**src/rtl/edge_period_meter.sv**
```systemverilog
// edge_period_meter
// Measures the period and high time of a slow asynchronous input in system
// clock cycles. It also counts rising edges modulo 16 and raises a sticky
// loss-of-signal flag when no rising edge arrives within TIMEOUT cycles.
//
// Handshake: meas_valid is a one-cycle qualifier with no ready. In the cycle
// it is high, period_out/high_out hold the newest measurement. Consumers must
// sample them in that cycle, or accept that a later measurement may overwrite
// them. Between pulses, period_out/high_out hold their last values.
module edge_period_meter #(
    parameter int unsigned      CNT_W   = 26,
    parameter logic [CNT_W-1:0] TIMEOUT = 26'd50_000_000
) (
    input  logic             clk,
    input  logic             rst,
    input  logic             sig_in,
    output logic [CNT_W-1:0] period_out,
    output logic [CNT_W-1:0] high_out,
    output logic             meas_valid,
    output logic             timeout,
    output logic [3:0]       edge_count,
    output logic             dbg_state    // 0 = IDLE, 1 = MEASURE
);

    typedef enum logic {
        ST_IDLE    = 1'b0,
        ST_MEASURE = 1'b1
    } state_t;

    localparam logic [CNT_W-1:0] ONE = CNT_W'(1);

    state_t           r_state;
    state_t           w_state_next;
    logic             r_s1;
    logic             r_s2;
    logic             r_sig_d;
    logic             w_rise;
    logic [CNT_W-1:0] r_cnt;
    logic [CNT_W-1:0] r_hcnt;
    logic [CNT_W-1:0] w_cnt_next;
    logic [CNT_W-1:0] w_hcnt_next;
    logic             w_capture;
    logic             w_lost;
    logic [CNT_W-1:0] r_period;
    logic [CNT_W-1:0] r_high;
    logic             r_valid;
    logic             r_timeout;
    logic [3:0]       r_edges;

    // Two-flop synchronizer plus one delay stage for rising-edge detection.
    always_ff @(posedge clk) begin
        if (rst) begin
            r_s1    <= 1'b0;
            r_s2    <= 1'b0;
            r_sig_d <= 1'b0;
        end else begin
            r_s1    <= sig_in;
            r_s2    <= r_s1;
            r_sig_d <= r_s2;
        end
    end

    assign w_rise = r_s2 & ~r_sig_d;

    // FSM state and measurement counters.
    always_ff @(posedge clk) begin
        if (rst) begin
            r_state <= ST_IDLE;
            r_cnt   <= '0;
            r_hcnt  <= '0;
        end else begin
            r_state <= w_state_next;
            r_cnt   <= w_cnt_next;
            r_hcnt  <= w_hcnt_next;
        end
    end

    // Next state and counter values. A rise always takes priority over the
    // timeout, so an edge landing exactly at TIMEOUT is a valid measurement.
    always_comb begin
        w_state_next = r_state;
        w_cnt_next   = r_cnt;
        w_hcnt_next  = r_hcnt;
        w_capture    = 1'b0;
        w_lost       = 1'b0;
        case (r_state)
            ST_IDLE: begin
                w_cnt_next  = '0;
                w_hcnt_next = '0;
                if (w_rise) begin
                    w_cnt_next   = ONE;
                    w_hcnt_next  = ONE;
                    w_state_next = ST_MEASURE;
                end
            end
            ST_MEASURE: begin
                if (w_rise) begin
                    w_capture   = 1'b1;
                    w_cnt_next  = ONE;
                    w_hcnt_next = ONE;
                end else if (r_cnt == TIMEOUT) begin
                    w_lost       = 1'b1;
                    w_cnt_next   = '0;
                    w_hcnt_next  = '0;
                    w_state_next = ST_IDLE;
                end else begin
                    w_cnt_next = r_cnt + ONE;
                    if (r_s2) begin
                        w_hcnt_next = r_hcnt + ONE;
                    end
                end
            end
            default: begin
                w_state_next = ST_IDLE;
            end
        endcase
    end

    // Output registers: capture on a measuring rise, sticky timeout, edge count.
    always_ff @(posedge clk) begin
        if (rst) begin
            r_period  <= '0;
            r_high    <= '0;
            r_valid   <= 1'b0;
            r_timeout <= 1'b0;
            r_edges   <= 4'd0;
        end else begin
            r_valid <= w_capture;
            if (w_capture) begin
                r_period  <= r_cnt;
                r_high    <= r_hcnt;
                r_timeout <= 1'b0;
            end else if (w_lost) begin
                r_timeout <= 1'b1;
            end
            if (w_rise) begin
                r_edges <= r_edges + 4'd1;
            end
        end
    end

    assign period_out = r_period;
    assign high_out   = r_high;
    assign meas_valid = r_valid;
    assign timeout    = r_timeout;
    assign edge_count = r_edges;
    assign dbg_state  = (r_state == ST_MEASURE);

endmodule

```
**config.mk**
```make
export PLATFORM = sky130hd
export DESIGN_NAME = edge_period_meter
export DESIGN_NICKNAME = d
export VERILOG_FILES = /design/src/rtl/edge_period_meter.sv
export SDC_FILE = /design/constraint.sdc
export NUM_CORES = 1
export LEC_CHECK = 0
export ABC_AREA = 1
export CAP_MARGIN = 20
export CORE_MARGIN = 2
export CORE_UTILIZATION = 45
export DETAILED_ROUTE_END_ITERATION = 12
export PLACE_DENSITY_LB_ADDON = 0.08
export SETUP_SLACK_MARGIN = 0.02
export SLEW_MARGIN = 20
export SYNTH_ARGS = -nofsm -noshare
export SYNTH_HDL_FRONTEND = slang
export SYNTH_SLANG_ARGS = --single-unit
```
**constraint.sdc**
```tcl
create_clock -name clk -period 1.64 [get_ports clk]
set_input_delay 0.328 -clock clk [delete_from_list [all_inputs] [get_ports clk]]
set_output_delay 0.328 -clock clk [all_outputs]
set_load 0.1 [all_outputs]
```
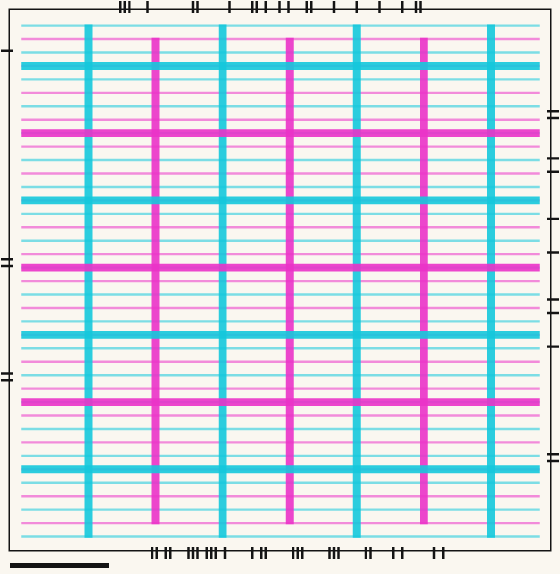
Fig. 1. Supply network.
Bar = 20 um. Pins as bars on the die edge.
| colour | net |
|---|---|
| magenta | VDD |
| cyan | VSS |
met4 straps: 7
rows: 38
signal pins: 62

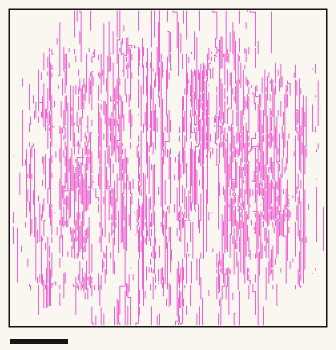
Fig. 2. Metal 2.
Bar = 20 um.
nets with wire on the layer: 696
longest straight run: 64.9 um
met2 usage: 44.0%
vias: 4956
WL final: 14000 um

==> cell usage in the layout (no fill, tap or decap), drive strengths merged, types with 15 or more instances in the layout <==
cell type,netlist,layout
o21ai,50,50
buf,16,115
nand4,15,15
nand3,90,90
clkbuf,9,23
nor3,19,19
dfxtp,114,114
inv,76,78
nand2,144,144
a21oi,31,31
nor2,90,90
==> cell type report <==
type	count	area [um2]
Inverter	77	292
Clock inverter	13	111
Clock buffer	19	432
Tap cell	140	175
Multi-Input combinational cell	465	2520
Sequential cell	114	2300
Timing Repair Buffer	121	1800
Fill cell	842	3200
==> layer usage <==
metal	wire (um)	GRT usage, %	vias to the layer above	share of wire (%)
met5	0	0	-	0
met4	347	9.76	0	2.5
li1	-	-	2462	-
met1	5390	25.6	2354	38
met3	504	6.28	27	3.6
met2	7790	44.0	113	56
==> path summary, 6_finish.rpt <==
| kind | endpoint | slack, ns | cells after the start |
|---|---|---|---|
| setup / recovery | r_hcnt[22] | -0.006 | 12 |
| hold / removal | r_s1 | 0.32 | 3 |
| setup reg to reg | r_hcnt[22] | -0.006 | 12 |
| hold reg to reg | r_s2 | 0.40 | 2 |
==> kinds of logic (layout without fill, tap and decap cells) <==
kind of cell / count (synthesis) / in the layout / synth area share (%)
simple gates: 368 / 368 / 34.6
flops: 114 / 114 / 45.8
buf+inv: 102 / 230 / 8.54
compound gates: 88 / 88 / 9.16
xor+xnor: 5 / 5 / 0.879
fa+ha+maj: 4 / 4 / 1.00
==> per-stage QoR <==
stage / TNS, ns / area (um2)
3_3_place_gp: 0 / 6680
5_1_grt: -1.28 / 7640
3_5_place_dp: -0.0560 / 6680
6_report: -0.00583 / 7640
2_1_floorplan: 0 / 4990
4_1_cts: 0 / 7240
==> impl_metrics.env <==
# source this file to load flow results
export IMPL_status="finished with violations"
export IMPL_violations="setup timing"
export IMPL_finalWorstSetupSlack_ns=-0.00583
export IMPL_dieHeight_um=109
export IMPL_p_comb_share_pct=3.8
export IMPL_setup_viol=1
export IMPL_holdWs_ns=0.321
export IMPL_p_switching_mw=1.49
export IMPL_rows=38
export IMPL_cp_startpoint="r_cnt[1]"
export IMPL_avgSynthCellArea_um2=7.32
export IMPL_grt_max_degree=35
export IMPL_clk_pin_slew_ns=0.06
export IMPL_crit_path_end_kind="flip-flop"
export IMPL_sw_frac_of_total_pct=23.3
export IMPL_edf_count=0
export IMPL_top_area_share_pct=45.8
export IMPL_place_congestion=0.921
export IMPL_drc=0
export IMPL_ir_drop_mv=0.765
export IMPL_numCtsBuffers=17
